Fig. 1: run 1, supply network
Scale bar: 20 um. Pins as bars on the die edge. Tap cells in gray.
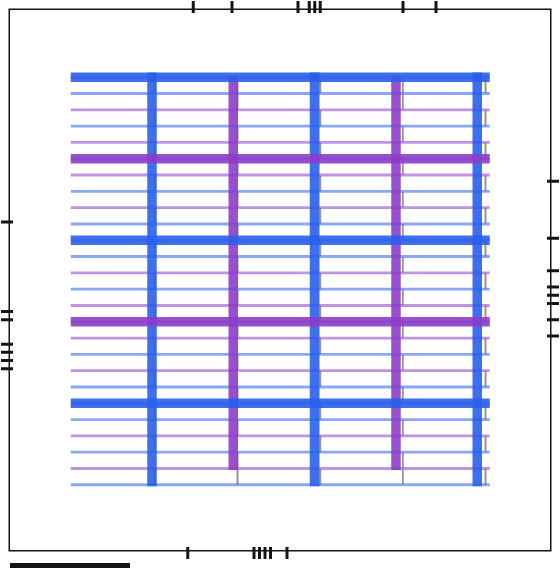
Fig. 2: run 1, placement by cell class
Scale bar: 20 um.
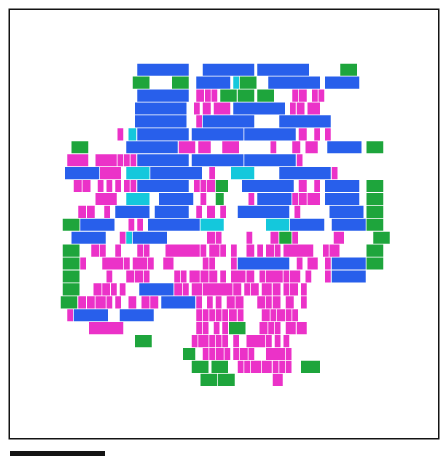
Fig. 3: run 1, clock distribution
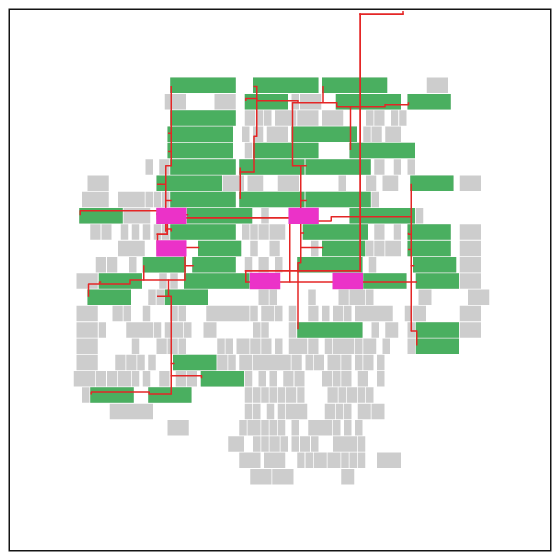
## src/rtl/demux_scheduler.sv

```systemverilog
// ============================================================================
// Module  : demux_scheduler
// Brief   : Buffers tagged 4-bit words and issues one per cycle to a 1:4 demux.
// Revision: 1.0
// ============================================================================
`default_nettype none

module demux_scheduler #(
   parameter int DEPTH = 4
) (
   input  logic                     clk,
   input  logic                     reset,
   input  logic                     in_valid,
   output logic                     in_ready,
   input  logic [3:0]               in_data,
   input  logic [1:0]               in_dest,
   input  logic                     mode,
   input  logic [3:0]               out_ready,
   output logic [1:0]               sel,
   output logic                     enable,
   output logic [3:0]               out_data,
   output logic [3:0]               out_valid,
   output logic [$clog2(DEPTH):0]   count
);

   localparam int AW = $clog2(DEPTH);
   localparam int CW = AW + 1;
   localparam logic [CW-1:0] C_FULL_CNT = CW'(DEPTH);

   logic [5:0]    mem_q [DEPTH];
   logic [AW-1:0] wr_ptr_q, wr_ptr_d;
   logic [AW-1:0] rd_ptr_q, rd_ptr_d;
   logic [CW-1:0] count_q, count_d;
   logic [1:0]    rr_ptr_q, rr_ptr_d;
   logic [1:0]    sel_q, sel_d;
   logic          enable_q, enable_d;
   logic [3:0]    out_data_q, out_data_d;
   logic [3:0]    out_valid_q, out_valid_d;

   logic          w_full;
   logic          w_empty;
   logic          w_push;
   logic          w_issue;
   logic [1:0]    w_tgt;
   logic [1:0]    w_rr_tgt;
   logic          w_rr_found;
   logic [1:0]    w_idx;
   logic [1:0]    w_head_dest;
   logic [3:0]    w_head_data;

   assign w_full      = (count_q == C_FULL_CNT);
   assign w_empty     = (count_q == '0);
   assign in_ready    = !w_full && !reset;
   assign w_push      = in_valid && in_ready;
   assign w_head_dest = mem_q[rd_ptr_q][5:4];
   assign w_head_data = mem_q[rd_ptr_q][3:0];

   // Round-robin: first ready channel starting at rr_ptr, wrapping mod 4.
   always_comb begin
      w_rr_tgt   = rr_ptr_q;
      w_rr_found = 1'b0;
      w_idx      = rr_ptr_q;
      for (int k = 0; k < 4; k++) begin
         w_idx = rr_ptr_q + 2'(k);
         if (!w_rr_found && out_ready[w_idx]) begin
            w_rr_tgt   = w_idx;
            w_rr_found = 1'b1;
         end
      end
   end

   always_comb begin
      if (mode) begin
         w_tgt   = w_rr_tgt;
         w_issue = !w_empty && w_rr_found;
      end else begin
         w_tgt   = w_head_dest;
         w_issue = !w_empty && out_ready[w_head_dest];
      end
   end

   always_comb begin
      wr_ptr_d    = wr_ptr_q;
      rd_ptr_d    = rd_ptr_q;
      count_d     = count_q;
      rr_ptr_d    = rr_ptr_q;
      sel_d       = sel_q;
      enable_d    = 1'b0;
      out_data_d  = 4'd0;
      out_valid_d = 4'd0;
      if (w_push) begin
         wr_ptr_d = wr_ptr_q + 1'b1;
      end
      if (w_issue) begin
         rd_ptr_d    = rd_ptr_q + 1'b1;
         sel_d       = w_tgt;
         enable_d    = 1'b1;
         out_data_d  = w_head_data;
         out_valid_d = 4'b0001 << w_tgt;
         if (mode) begin
            rr_ptr_d = w_tgt + 2'd1;
         end
      end
      case ({w_push, w_issue})
         2'b10:   count_d = count_q + 1'b1;
         2'b01:   count_d = count_q - 1'b1;
         default: count_d = count_q;
      endcase
   end

   // Storage carries no reset; in_ready is low during reset so nothing lands.
   always_ff @(posedge clk) begin
      if (w_push) begin
         mem_q[wr_ptr_q] <= {in_dest, in_data};
      end
   end

   always_ff @(posedge clk) begin
      if (reset) begin
         wr_ptr_q    <= '0;
         rd_ptr_q    <= '0;
         count_q     <= '0;
         rr_ptr_q    <= 2'd0;
         sel_q       <= 2'd0;
         enable_q    <= 1'b0;
         out_data_q  <= 4'd0;
         out_valid_q <= 4'd0;
      end else begin
         wr_ptr_q    <= wr_ptr_d;
         rd_ptr_q    <= rd_ptr_d;
         count_q     <= count_d;
         rr_ptr_q    <= rr_ptr_d;
         sel_q       <= sel_d;
         enable_q    <= enable_d;
         out_data_q  <= out_data_d;
         out_valid_q <= out_valid_d;
      end
   end

   assign sel       = sel_q;
   assign enable    = enable_q;
   assign out_data  = out_data_q;
   assign out_valid = out_valid_q;
   assign count     = count_q;

endmodule

`default_nettype wire
```

## config.mk

```make
export PLATFORM = sky130hd
export DESIGN_NAME = demux_scheduler
export DESIGN_NICKNAME = d
export VERILOG_FILES = /design/src/rtl/demux_scheduler.sv
export SDC_FILE = /design/constraint.sdc
export NUM_CORES = 1
export LEC_CHECK = 0
export ABC_AREA = 1
export CORE_MARGIN = 10
export CORE_UTILIZATION = 45
export CTS_CLUSTER_DIAMETER = 60
export DETAILED_ROUTE_END_ITERATION = 7
export GPL_TIMING_DRIVEN = 0
export PLACE_DENSITY = 0.77
export SLEW_MARGIN = 5
export SYNTH_ARGS = -nofsm -noshare
export SYNTH_HDL_FRONTEND = slang
export SYNTH_SLANG_ARGS = --single-unit
```

## constraint.sdc

```tcl
create_clock -name clk -period 3.34 [get_ports clk]
set_clock_uncertainty 0.1 [all_clocks]
set_input_delay 0.501 -clock clk [delete_from_list [all_inputs] [get_ports clk]]
set_output_delay 0.501 -clock clk [all_outputs]
set_load 0.01 [all_outputs]
```

==> summary.txt, run 1 <==
Results of the implementation run.

0 antenna diodes ended up in the layout. The part of the cycle the worst path needs came out at 0.8790. The largest register by flop count is mem_q. By area, the combinational part of the netlist is dominated by simple AND/OR/NAND/NOR gates. The worst setup path category is primary input to register. Pin placement for this block handled 29 I/O pins. Per the cell usage report, the commonest logic cell in the layout is nand2_1. The count of buffers inserted at the top-level ports came out at 28. The number of flip-flops and latches is 46. The yosys synthesis chip area came out at 2211 um2. According to the CTS report, the clock sink count is 46. The number of clock buffers added by TritonCTS is 5.

The number of warning messages in the yosys log came out at 0. Setup repair after global routing left no endpoint under its margin. The sequential cell area is 1161 um2. The synthesized netlist net count is 269. The run finished with clean final reports. The number of signal-net buffers in the layout is 33. The non-clock inverter instance count of the final layout is 30. The hold path endpoint is sel[0].

The met1 routing resource usage after global routing is 0.1210. The cell family contributing the most delay on the critical path is buffers and inverters. By area, the class that comes first in the final layout consists of flip-flops and latches. The xor/xnor cell area share of the yosys netlist is 0. By count the netlist is led by nand2_1 (64), inv_1 (25), edfxtp_1 (24), dfxtp_1 (22), nor2_1 (20). The share of the synthesized area in the top cell type is 0.3260. After technology mapping, the gate count stands at 249. The count of buffers added by post-CTS timing repair for setup came out at 0. The synthesized area per cell is 8.879 um2. The routability-driven placement congestion ratio came out at 0.8538. The setup check on the worst reg-to-reg path leaves a slack of 0.62 ns.

The global-route met3 utilization is 0.03824. The number of buffers inserted for hold repair after clock tree synthesis is 0. For reference, the top cells by area after synthesis are edfxtp_1 (33%), dfxtp_1 (20%), nand2_1 (11%), nand3_1 (4.3%), inv_1 (4.2%).
-- Fig. 1 (at the start) --
| color | net |
|---|---|
| purple | VDD |
| blue | VSS |
met5 straps: 5
met4 straps: 5
die outline width: 90.10 um
worst supply voltage drop on vdd: 0.4038 mV

-- Fig. 2 (at the start) --
| color | class | cells | share of their area |
|---|---|---|---|
| magenta | all other logic | 198 | 39% |
| green | other buffers and delay cells | 33 | 12% |
| cyan | clock drivers and dummy loads | 8 | 3.2% |
| blue | flops | 46 | 45% |
sequential fraction of total cell area: 0.4371
post-layout instance area: 2656 um2
floorplan row count: 25

-- Fig. 3 (at the start) --
[red] clock wires | length: 412 um
[green] flip-flops | count: 46
[magenta] cells driving clock nets | count: 5
routed clock nets: 6
Clk power: 0.299 mW
proportion of power drawn by the clock network: 0.142
latest clock arrival within the worst-skew pair: 0.28 ns

==> run 1: power groups by stage <==
stage,clock [mW],sequential (mW),combinational [mW]
2_1_floorplan,0,0.785,0.732
6_report,0.299,0.753,1.05
4_1_cts,0.311,0.753,1.06
5_1_grt,0.337,0.766,1.20
3_3_place_gp,0,0.762,1.02
3_5_place_dp,0,0.765,1.05
==> run 1: worst max-delay path by stage <==
| stage | startpoint | to | slack [ns] | depth (start not counted) |
|---|---|---|---|---|
| after floorplan | rr_ptr_q[1] | count[2] | 0.88 | 19 |
| after global placement | out_ready[3] | count[2] | 0.17 | 18 |
| after detailed placement | out_ready[0] | count[2] | 0.12 | 18 |
| after CTS | out_ready[0] | count[2] | 0.42 | 18 |
| after global routing | out_ready[2] | count[2] | 0.17 | 18 |
| final | out_ready[3] | count[2] | 0.40 | 18 |
Fig. 4: run 1, routing congestion
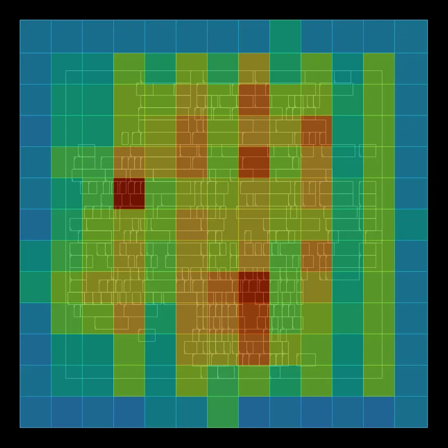

==> run 2, diff against run 1 <==
--- a/config.mk
+++ b/config.mk
@@ -7,3 +7,2 @@
 export LEC_CHECK = 0
-export ABC_AREA = 1
 export CORE_MARGIN = 10
@@ -13,3 +12,4 @@
 export GPL_TIMING_DRIVEN = 0
-export PLACE_DENSITY = 0.77
+export MAX_ROUTING_LAYER = met4
+export PLACE_DENSITY = 0.78
 export SLEW_MARGIN = 5
--- a/constraint.sdc
+++ b/constraint.sdc
@@ -4,2 +4,2 @@
 set_output_delay 0.501 -clock clk [all_outputs]
-set_load 0.01 [all_outputs]
+set_load 0.02 [all_outputs]
Fig. 5: run 2, routing congestion
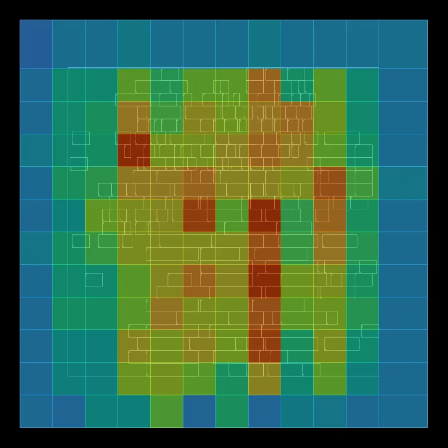
M1 GR Usage: 0.1120
met3 usage in global routing: 0.03846

Fig. 6: run 2, routed metal, one color a layer
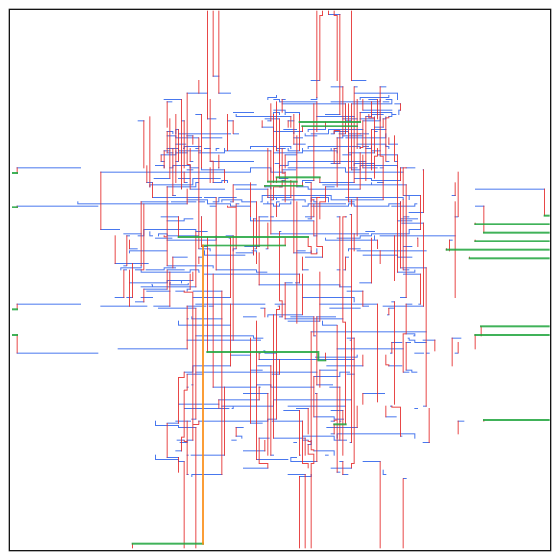
| color | layer | wire length |
|---|---|---|
| blue | met1 | 1520 um |
| green | met3 | 202 um |
| red | met2 | 1740 um |
| orange | met4 | 47.6 um |
overall routed net length: 3508 um
routed len/inst: 14.38 um
Total Routing Usage GR: 0.1043
number of vias in the routed layout: 1243

==> summary.txt, run 2 <==
Results of the implementation run.

The run finished with clean final reports. The number of rows in the core area is 24. The final total power is 1.670 mW. Yosys reports a chip area of 1973 um2. The part of the cycle the worst path needs came out at 0.9424. By startpoint and endpoint, the worst setup path is classified as register to register. Among all cell types in the netlist, the one instantiated most often is edfxtp_1. The routability-driven placement congestion ratio is 0.8183. Clock tree synthesis inserted a total of 5 buffers.

The synthesized netlist net count came out at 173. Grouping stages by cell kind, the critical path spends the most delay in multiplexers. Counting only logic cells after layout, the most numerous master is clkdlybuf4s50_1. The tap cell count is 52.

The non-clock inverter instance count of the final layout came out at 11. At the later pin of the worst-skew pair, clock insertion delay measures 0.29 ns. The sink count of the clock tree is 46. Of the post-synthesis cell area, the dominant cell type holds 0.3653.

The buffer share of cell area is 0.1338. In the synthesized netlist, the number of instances is 153. The count of buffers added by post-CTS timing repair for setup is 0.

The OpenROAD warning count came out at 29. The number of signal-net buffers in the layout came out at 34. The sequential cell area fraction in the yosys report is 0.5885. The placement report lists the number of port buffers as 28. The layout report lists the combined flip-flop and latch area as 1161 um2. Of the total standard cell area in the layout, the sequential portion is 0.4776.

Among the non-sequential cells, simple AND/OR/NAND/NOR gates take the most area. The startpoint of the tightest hold check path is sel[1]. The Yosys step of the flow raised 0 warnings. In the routed design, unresolved DRC markers number 0. mem_q holds more flip-flops than any other register.

Setup repair after global routing left no endpoint under its margin. The root buffer cell is clkbuf_8. The number of flip-flops and latches is 46.

0 antenna diodes ended up in the layout. 29 I/O pins were placed. Ranked by total area, the top cell class in this layout is flip-flops and latches. Per STA, the highest per-stage delay on the worst path measures 0.61 ns. In the post-synthesis netlist, the biggest area contributors are edfxtp_1 (37%), dfxtp_1 (22%), mux4_1 (5.3%), ha_1 (3.2%), nor2_1 (2.7%).

The number of buffers inserted for hold repair after clock tree synthesis is 0. The final non-filler cell area came out at 2431 um2. Per the post-synthesis stats, the area per cell is 12.90 um2. The xor/xnor cell area share of the yosys netlist is 0.02219. Sorting the synthesized cells by how often they occur yields edfxtp_1 (24), dfxtp_1 (22), nor2_1 (14), inv_1 (11).
Fig. 7: run 2, supply network
Scale bar: 20 um. Pins as bars on the die edge. Tap cells in gray.
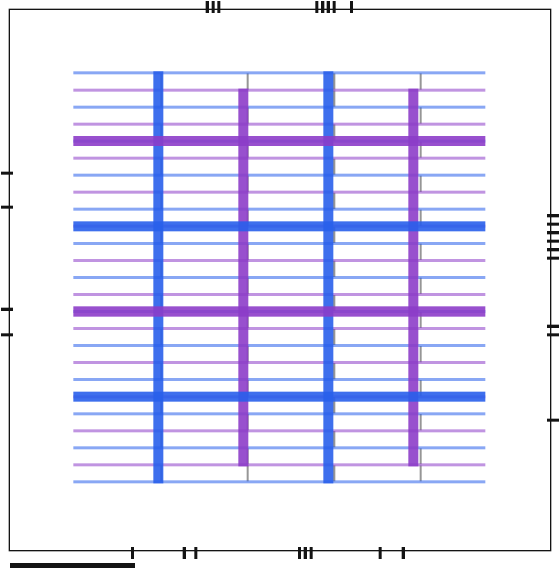
| color | net |
|---|---|
| purple | VDD |
| blue | VSS |
rows: 24
signal pins: 29
tap cells: 52
core region area: 4294 um2
die outline width: 86.22 um
die boundary height: 86.22 um
worst supply voltage drop on vdd: 0.3609 mV

## run 2: layer usage
layer	track usage	vias to the layer above
met5	-	-
met3	0.03846	2
met2	0.1704	33
met1	0.1120	573
met4	0.04418	0
li1	-	635
## run 2: power by group
group / internal [mW] / total (mW) / switching [mW]
combinational: 0.303 / 0.612 / 0.310
clock: 0.147 / 0.326 / 0.180
sequential: 0.682 / 0.731 / 0.0496
## run 2: worst paths after layout
check,endpoint,slack [ns],depth (start not counted)
worst min register to register,sel[1],0.40,2
worst max register to register,count[2],0.19,9
worst max-delay path,count[2],0.19,9
worst min-delay path,sel[1],0.40,2
## run 2: worst min-delay path: stages (launching register included)
cell and delay (ns):
dfxtp_1 0.34, mux2i_1 0.06, nor2_1 0.07
Fig. 8: run 2, clock distribution
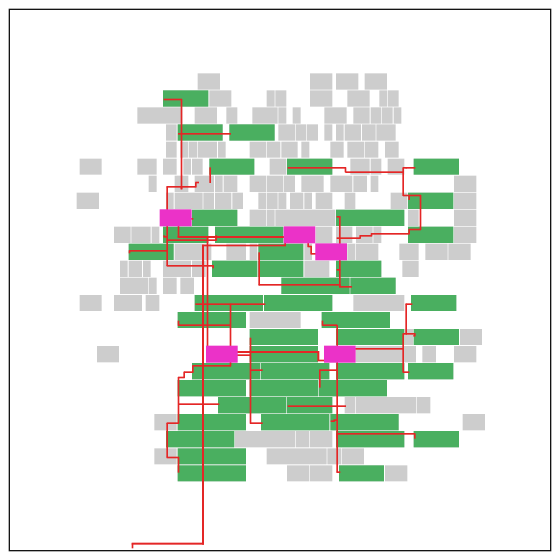

==> run 3, diff against run 2 <==
Settings changed: PLACE_DENSITY 0.78 to 0.65.
Clock period 3.34 ns to 3 ns, I/O delays scaled along.
Fig. 9: run 3, clock distribution
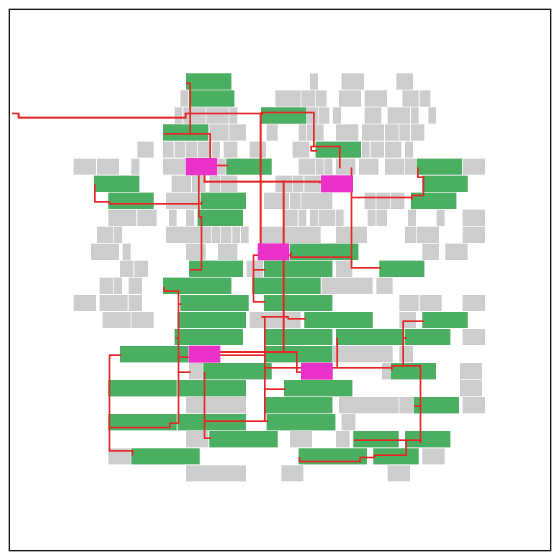
[green] flip-flops | count: 46
[red] clock wires | length: 501 um
[magenta] cells driving clock nets | count: 5
routed clock nets: 6
Clk power: 0.385 mW
proportion of power drawn by the clock network: 0.201
latest clock arrival within the worst-skew pair: 0.30 ns

Fig. 10: run 3, routed metal, one color a layer
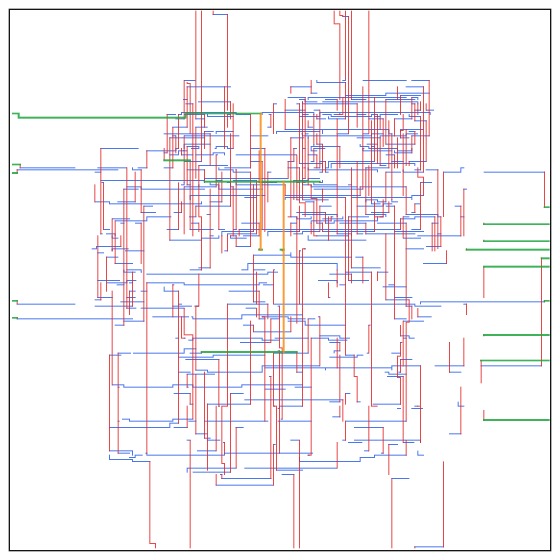
| color | layer | wire length |
|---|---|---|
| red | met2 | 1960 um |
| orange | met4 | 49.0 um |
| green | met3 | 161 um |
| blue | met1 | 1760 um |
routed len/inst: 15.97 um
Total Routing Usage GR: 0.1085

Fig. 11: run 3, placement by cell class
Scale bar: 20 um.
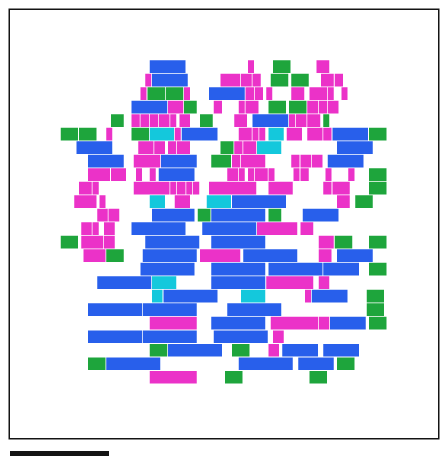
| color | class | cells | share of their area |
|---|---|---|---|
| cyan | clock drivers and dummy loads | 8 | 3.9% |
| green | other buffers and delay cells | 36 | 14% |
| blue | flops | 46 | 49% |
| magenta | all other logic | 104 | 33% |
floorplan row count: 24
sequential fraction of total cell area: 0.4731
share of the core filled with cells in the final layout: 0.5734
post-layout instance area: 2462 um2

==> summary.txt, run 3 <==
Results of the implementation run.

The sink count of the clock tree came out at 46. The number of warning messages in the yosys log came out at 0. The commonest register cell after synthesis is edfxtp_1. Routing resource usage on met2 recorded by global route was 0.1731. The layout overhead on the synthesized area came out at 24.79%. The instance tally after logic synthesis came out at 153. Per the OpenROAD floorplan log, the width of the die is 86.22 um. The count of buffers added by post-CTS timing repair for setup is 1. At floorplan, the net count of the design was reported as 173.

The detailed-route wire length came out at 3929 um. The top cell type by total area after synthesis is edfxtp_1. The part of the cycle the worst path needs came out at 0.9748. The number of buffers inserted for hold repair after clock tree synthesis is 0. TritonCTS created 5 clock buffers. The yosys synthesis chip area came out at 1973 um2. CTS placed an instance of clkbuf_8 at the clock tree root.

The register with the most flip-flops in the layout has 24 of them. The area inside the core boundary is 4294 um2. The flow ran to the end, and the final reports show no timing, DRC or antenna violations.

Per the detail_route report, the via count comes to 1321. The met1 routing resource usage after global routing is 0.1271. By instance count after routing, the leading logic cell type is clkdlybuf4s50_1.

The worst setup path category is register to register. The number of warnings reported in the stage logs is 29. The share of the synthesized area in the top cell type came out at 0.3653. The most frequently used library cell after synthesis is edfxtp_1. More flip-flops sit in one register than any other, and that register is mem_q.

Leaving out fill and tap cells, the most frequent cells in the layout are clkdlybuf4s50_1 (28), edfxtp_1 (24), dfxtp_1 (21), nor2_1 (14), inv_1 (11). Yosys shows that the main logic family after synthesis is simple AND/OR/NAND/NOR gates. The adder and majority cell fraction of the synthesized area came out at 0.04185.

The peak supply drop came out at 0.3954 mV. In this design, the largest share of critical-path delay is due to adder cells. Global route summary, busiest routing layer listed as met2. The highest cell delay on the worst timing path came out at 0.51 ns. The final total power is 1.921 mW.

The routability-driven placement congestion ratio is 0.7970. Yosys reports that the most numerous cell types are edfxtp_1 (24), dfxtp_1 (22), nor2_1 (14), inv_1 (11). Buffers placed on the I/O ports in this run total 28. The vertical die size came out at 86.22 um. After detailed routing, the number of remaining DRC violations is 0.

The final antenna diode count is 0. In this run, the synthesized area fraction spent on xor and xnor cells is recorded as 0.02219. The number of placed I/O pins came out at 29. The sequential cell area fraction in the yosys report is 0.5885.

The max-cap violation count came out at 0. The synthesized area per cell is 12.90 um2. For this run, the final setup violation count is recorded as 0. In the post-synthesis netlist, the biggest area contributors are edfxtp_1 (37%), dfxtp_1 (22%), mux4_1 (5.3%), ha_1 (3.2%), nor2_1 (2.7%).

The simple-gate share of the synthesized area came out at 0.1218. The path class of the tightest hold or removal check is register to register.
## run 3: worst paths after layout
path | from | end | slack, ns | cells after the start
setup / recovery | register | count[2] | 0.08 | 10
hold / removal | sel[1] | sel[1] | 0.41 | 2
setup reg to reg | register | count[2] | 0.08 | 10
hold reg to reg | sel[1] | sel[1] | 0.41 | 2
## run 3: power by group
group | switching (mW) | internal [mW]
logic | 0.374 | 0.349
registers | 0.0519 | 0.760
clock network | 0.216 | 0.169
## run 3: final cells by class
| class | instances | area [um2] |
|---|---|---|
| timing repair buffer | 33 | 317.8 |
| fill | 347 | 1832 |
| tap | 52 | 65.06 |
| inverter | 11 | 41.29 |
| clock inverter | 3 | 23.77 |
| sequential | 46 | 1165 |
| buffer | 3 | 22.52 |
| clock buffer | 5 | 68.82 |
| multi-input combinational | 93 | 758.2 |
No activity file was given, so power comes from the tool's default toggle rates.
